==> config.mk <==
export PLATFORM = sky130hd
export DESIGN_NAME = alu_share_arbiter
export DESIGN_NICKNAME = d
export VERILOG_FILES = /design/src/rtl/alu_share_arbiter.sv
export SDC_FILE = /design/constraint.sdc
export NUM_CORES = 1
export LEC_CHECK = 0
export CORE_AREA = 3 3 207 209
export CTS_BUF_LIST = sky130_fd_sc_hd__clkbuf_8
export DETAILED_ROUTE_END_ITERATION = 6
export DIE_AREA = 0 0 210 212
export SLEW_MARGIN = 20
export SYNTH_ARGS = -nofsm -noshare
export SYNTH_HDL_FRONTEND = slang
export SYNTH_SLANG_ARGS = --single-unit
==> constraint.sdc <==
create_clock -name CLK -period 4.08 [get_ports CLK]
set_input_delay 0.408 -clock CLK [delete_from_list [all_inputs] [get_ports CLK]]
set_output_delay 0.408 -clock CLK [all_outputs]
set_load 0.005 [all_outputs]
Run 1, M1 wires:
Supply wires on this layer in grey.
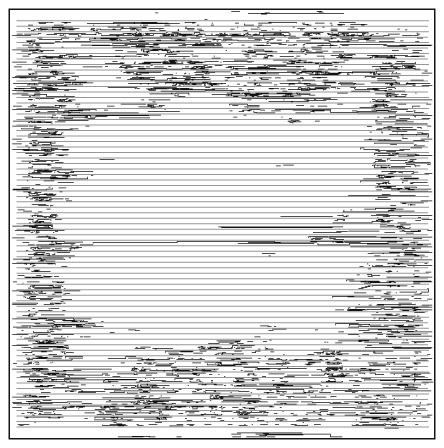
- main direction: horizontal
- share of all routed wire: 39%
- wire length on this layer: 13500 um
- longest straight run: 61.6 um
- nets with wire on the layer: 1278
Total Wirelength: 34.75 mm
met1 usage: 17.85%

Run 1, M2 wires:
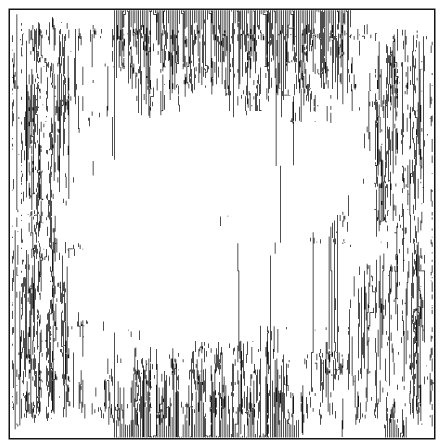
- longest straight run: 98.4 um
- nets with wire on the layer: 1334
- share of all routed wire: 49%
- wire length on this layer: 17000 um
total vias in the final route: 7828
met2 usage: 25.23%

Run 1, the metal 3 layer:
The bar under the picture is 50 um long.
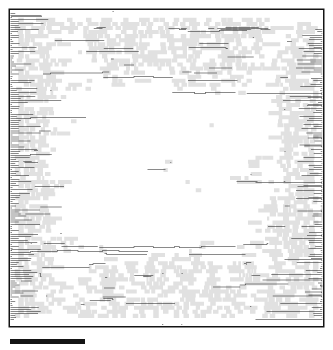
- nets with wire on the layer: 332
- longest straight run: 50.1 um
met3 usage in global routing: 5.784%

Run 1, metal 4:
Supply wires on this layer in grey.
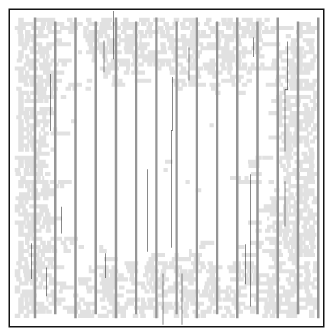
- share of all routed wire: 1.9%
- wire length on this layer: 661 um
- main direction: vertical

==> qor.txt, run 1 <==
row cnt - 74
crit end category - output port
crit path DRT - 3.67 ns
status - finished, final reports clean
global route overflow - 0
post-route DRC violation count - 0
Die Ht - 212 um
CTS sink count - 203
Nets - 1477
initial DRC count - 397
hpwl dp - 24.28 mm
Static Leakage - 6.116 nW
VDD IR-drop max - 0.2798 mV
clk buf depth - 3
Worst slew margin - 35.69%
Hold Violations, Final - 0
tool warning count - 32
worst-path fanout max - 60
combinational gate area - 0.003218 mm2
total CTS buffers - 38
fin crit period - 2.947 ns
synthesized area per cell - 13.74 um2
# Cells Yosys - 624
FF-to-FF path depth - 4
Die ar. - 0.04452 mm2
Mapped Cells - 624
root buffer cell - clkbuf_8
layout cell share with drive strength beyond 1 - 11.69%
Fin Setup TNS - 0 ns
Syn Std Cell Area - 0.008573 mm2
die width - 210 um
n_diodes - 0
worst hold path type - in -> async
routability cong. - 0.7218
run 1: Yosys cell counts:
cell / n / area (um2)
dfrtp_1: 202 / 5055
a221o_1: 132 / 1321
o21a_1: 132 / 991.0
mux2_2: 65 / 732.0
clkbuf_1: 38 / 142.6
buf_2: 25 / 125.1
a21oi_1: 5 / 25.02
nor2_1: 4 / 15.01
buf_4: 2 / 15.01
inv_1: 2 / 7.510
nand2_1: 2 / 7.510
nand2b_1: 2 / 12.51
nor2b_1: 2 / 12.51
o21ai_0: 2 / 10.01
a211oi_4: 1 / 20.02
a21bo_2: 1 / 10.01
a221oi_1: 1 / 8.760
a311oi_1: 1 / 8.760
buf_1: 1 / 3.750
dfstp_2: 1 / 26.28
nand3b_1: 1 / 7.510
o211a_1: 1 / 10.01
or2_1: 1 / 6.260
run 1: metrics by stage:
stage | cell area [um2] | hold WS [ns] | worst slack, ns | cells
6_report | 15220 | 0.3995 | 1.133 | 1704
5_1_grt | 15220 | 0.3988 | 0.9183 | 1704
4_1_cts | 15220 | 0.3473 | 0.9171 | 1704
3_5_place_dp | 14430 | 0.4266 | 1.262 | 1633
3_3_place_gp | 14430 | 0.4260 | 1.238 | 1633
2_1_floorplan | 8573 | 0.1124 | 2.345 | 624
run 1: layer usage:
layer	part of all wire, %	wire [um]	global-route usage, %	vias up
li1	-	-	-	3504
met2	49	16970	25.23	436
met4	1.9	661	3.813	0
met3	10	3621	5.784	43
met5	0	0	0	-
met1	39	13490	17.85	3845
run 1: cells by family after synthesis:
kind of cell | share of synthesized area (%)
simple gates | 0.7151
buf+inv | 3.430
compound gates | 28.05
mux | 8.538
flops | 59.27
run 1: what timing repair did:
action,in CTS,in global routing
buffers inserted,0,0
setup endpoints to repair,0,0
hold endpoints to repair,57,0
hold buffers,1,0
run 1: area by class of cell:
class | instances | share of cell area [%]
timing repair buffer | 544 | 35.92
sequential | 203 | 33.39
multi-input combinational | 353 | 21.14
tap | 532 | 4.374
clock buffer | 47 | 4.250
clock inverter | 23 | 0.8796
inverter | 2 | 0.04933
run 1: report_power, final:
group | leakage [nW] | internal, mW | switching, mW
Clock | 0.447 | 1.11 | 0.909
Sequential | 2.46 | 3.03 | 0.590
Combinational | 3.21 | 3.32 | 1.98
run 1: critical path, stage by stage (launching register included):
cell             delay (ns)
dfrtp_1                0.44
or2_4                  0.52
a211oi_4               0.40
clkdlybuf4s50_1        0.62
## Run 2: what changed since run 1
- CORE_AREA: 3 3 207 209 -> 3 3 206 208
- DIE_AREA: 0 0 210 212 -> 0 0 209 211
- clock period: 4.08 -> 2.5 ns (I/O delays scaled with it)
Run 2, the metal 3 layer:
The bar under the picture is 50 um long.
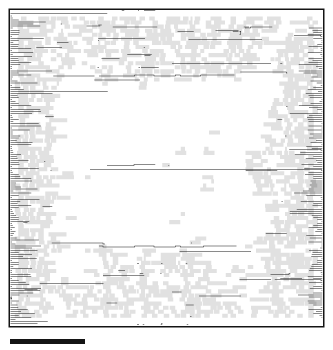
- wire length on this layer: 3350 um
- nets with wire on the layer: 330
- share of all routed wire: 9.7%
- main direction: horizontal
Total Wirelength: 34.49 mm
total vias in the final route: 7830
met3 usage in global routing: 5.941%

==> qor.txt, run 2 <==
status - finished, final reports clean
Post-Place Worst Slack - 0.1223 ns
AO/OA Area Share - 28.05%
clk buf depth - 3
Die Ht - 211 um
total CTS buffers - 38
crit path DRT - 2.25 ns
worst hold path type - in -> reg
synthesized area per cell - 13.74 um2
global route overflow - 0
fin cells - 1718
tool warning count - 26
post-route DRC violation count - 0
Basic Gates by Area - 0.7151%
crit end category - output port
Die ar. - 0.04410 mm2
dominant cell by count in the synthesized netlist - dfrtp_1
area leader, netlist - dfrtp_1
die width - 209 um
Syn Std Cell Area - 0.008573 mm2
Worst slew margin - 43.00%
filler cell count - 3977
Mapped Cells - 624
worst-path fanout max - 8
combinational gate area - 0.003218 mm2
Hold Violations, Final - 0
initial DRC count - 361
Static Leakage - 6.252 nW
Placed Cells - 1642
share of the synthesized area in the top cell type - 58.96%
dominant register cell - dfrtp_1
root buffer cell - clkbuf_8
Top area cell types - dfrtp_1 59%, a221o_1 15%, o21a_1 12%, mux2_2 8.5%, clkbuf_1 1.7%
row cnt - 74
routability cong. - 0.7719
layout cell share with drive strength beyond 1 - 12.73%
hpwl dp - 24.58 mm
htree depth - 2
FF-to-FF path depth - 5
# Cells Yosys - 624
Nets - 1494
Top logic family - AND-OR/OR-AND gates
n_diodes - 0
Run 2, M1 wires:
Supply wires on this layer in grey.
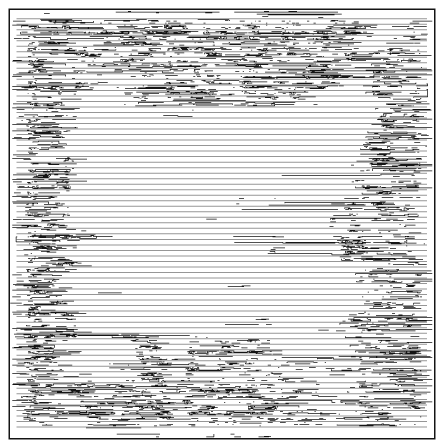
- main direction: horizontal
- longest straight run: 71.8 um
- nets with wire on the layer: 1287
met1 usage: 17.69%

[run 2: cell counts after synthesis]
Identical to the previous run, type by type.
[run 2: timing repair]
item	CTS	global route
hold buffers	1	0
setup buffers	5	3
gates resized	3	0
pin swaps	2	0
endpoints found under the hold margin	81	0
setup endpoints to repair	1	1
[run 2: kinds of logic after synthesis]
family	count (synthesis)
AND-OR/OR-AND	276
buffers and inverters	68
flip-flops	203
multiplexers	65
AND/OR/NAND/NOR	12
[run 2: stage by stage]
step,power (mW),instance area [um2]
floorplan,9.728,8573
global placement,14.75,14620
detailed placement,14.90,14620
CTS,18.41,15440
global route,19.25,15470
finish,18.10,15470
[run 2: power breakdown]
group	total, mW	switching, mW	internal [mW]
combinational	8.91	3.27	5.65
sequential	5.91	0.958	4.95
clock	3.28	1.44	1.83
[run 2: area by class of cell]
type	count	share of cell area (%)
timing repair buffer	561	36.99
sequential	203	32.86
clock buffer	52	4.627
tap	532	4.304
inverter	2	0.04854
clock inverter	15	0.3640
multi-input combinational	353	20.81
[run 2: per-layer routing]
layer  share of wire (%)  track usage [%]  up-vias
met5                   0                0        -
met4                 2.5            5.173        0
met3                 9.7            5.941       48
met2                  49            24.96      408
met1                  39            17.69     3853
li1                    -                -     3521
[run 2: worst max-delay path, cell delays in order (launching register included)]
cell and delay, ns:
dfrtp_2 0.40, buf_4 0.15, nor2_1 0.13, o211a_4 0.25
clkdlybuf4s50_1 0.53
Power and IR drop assume default switching activity.
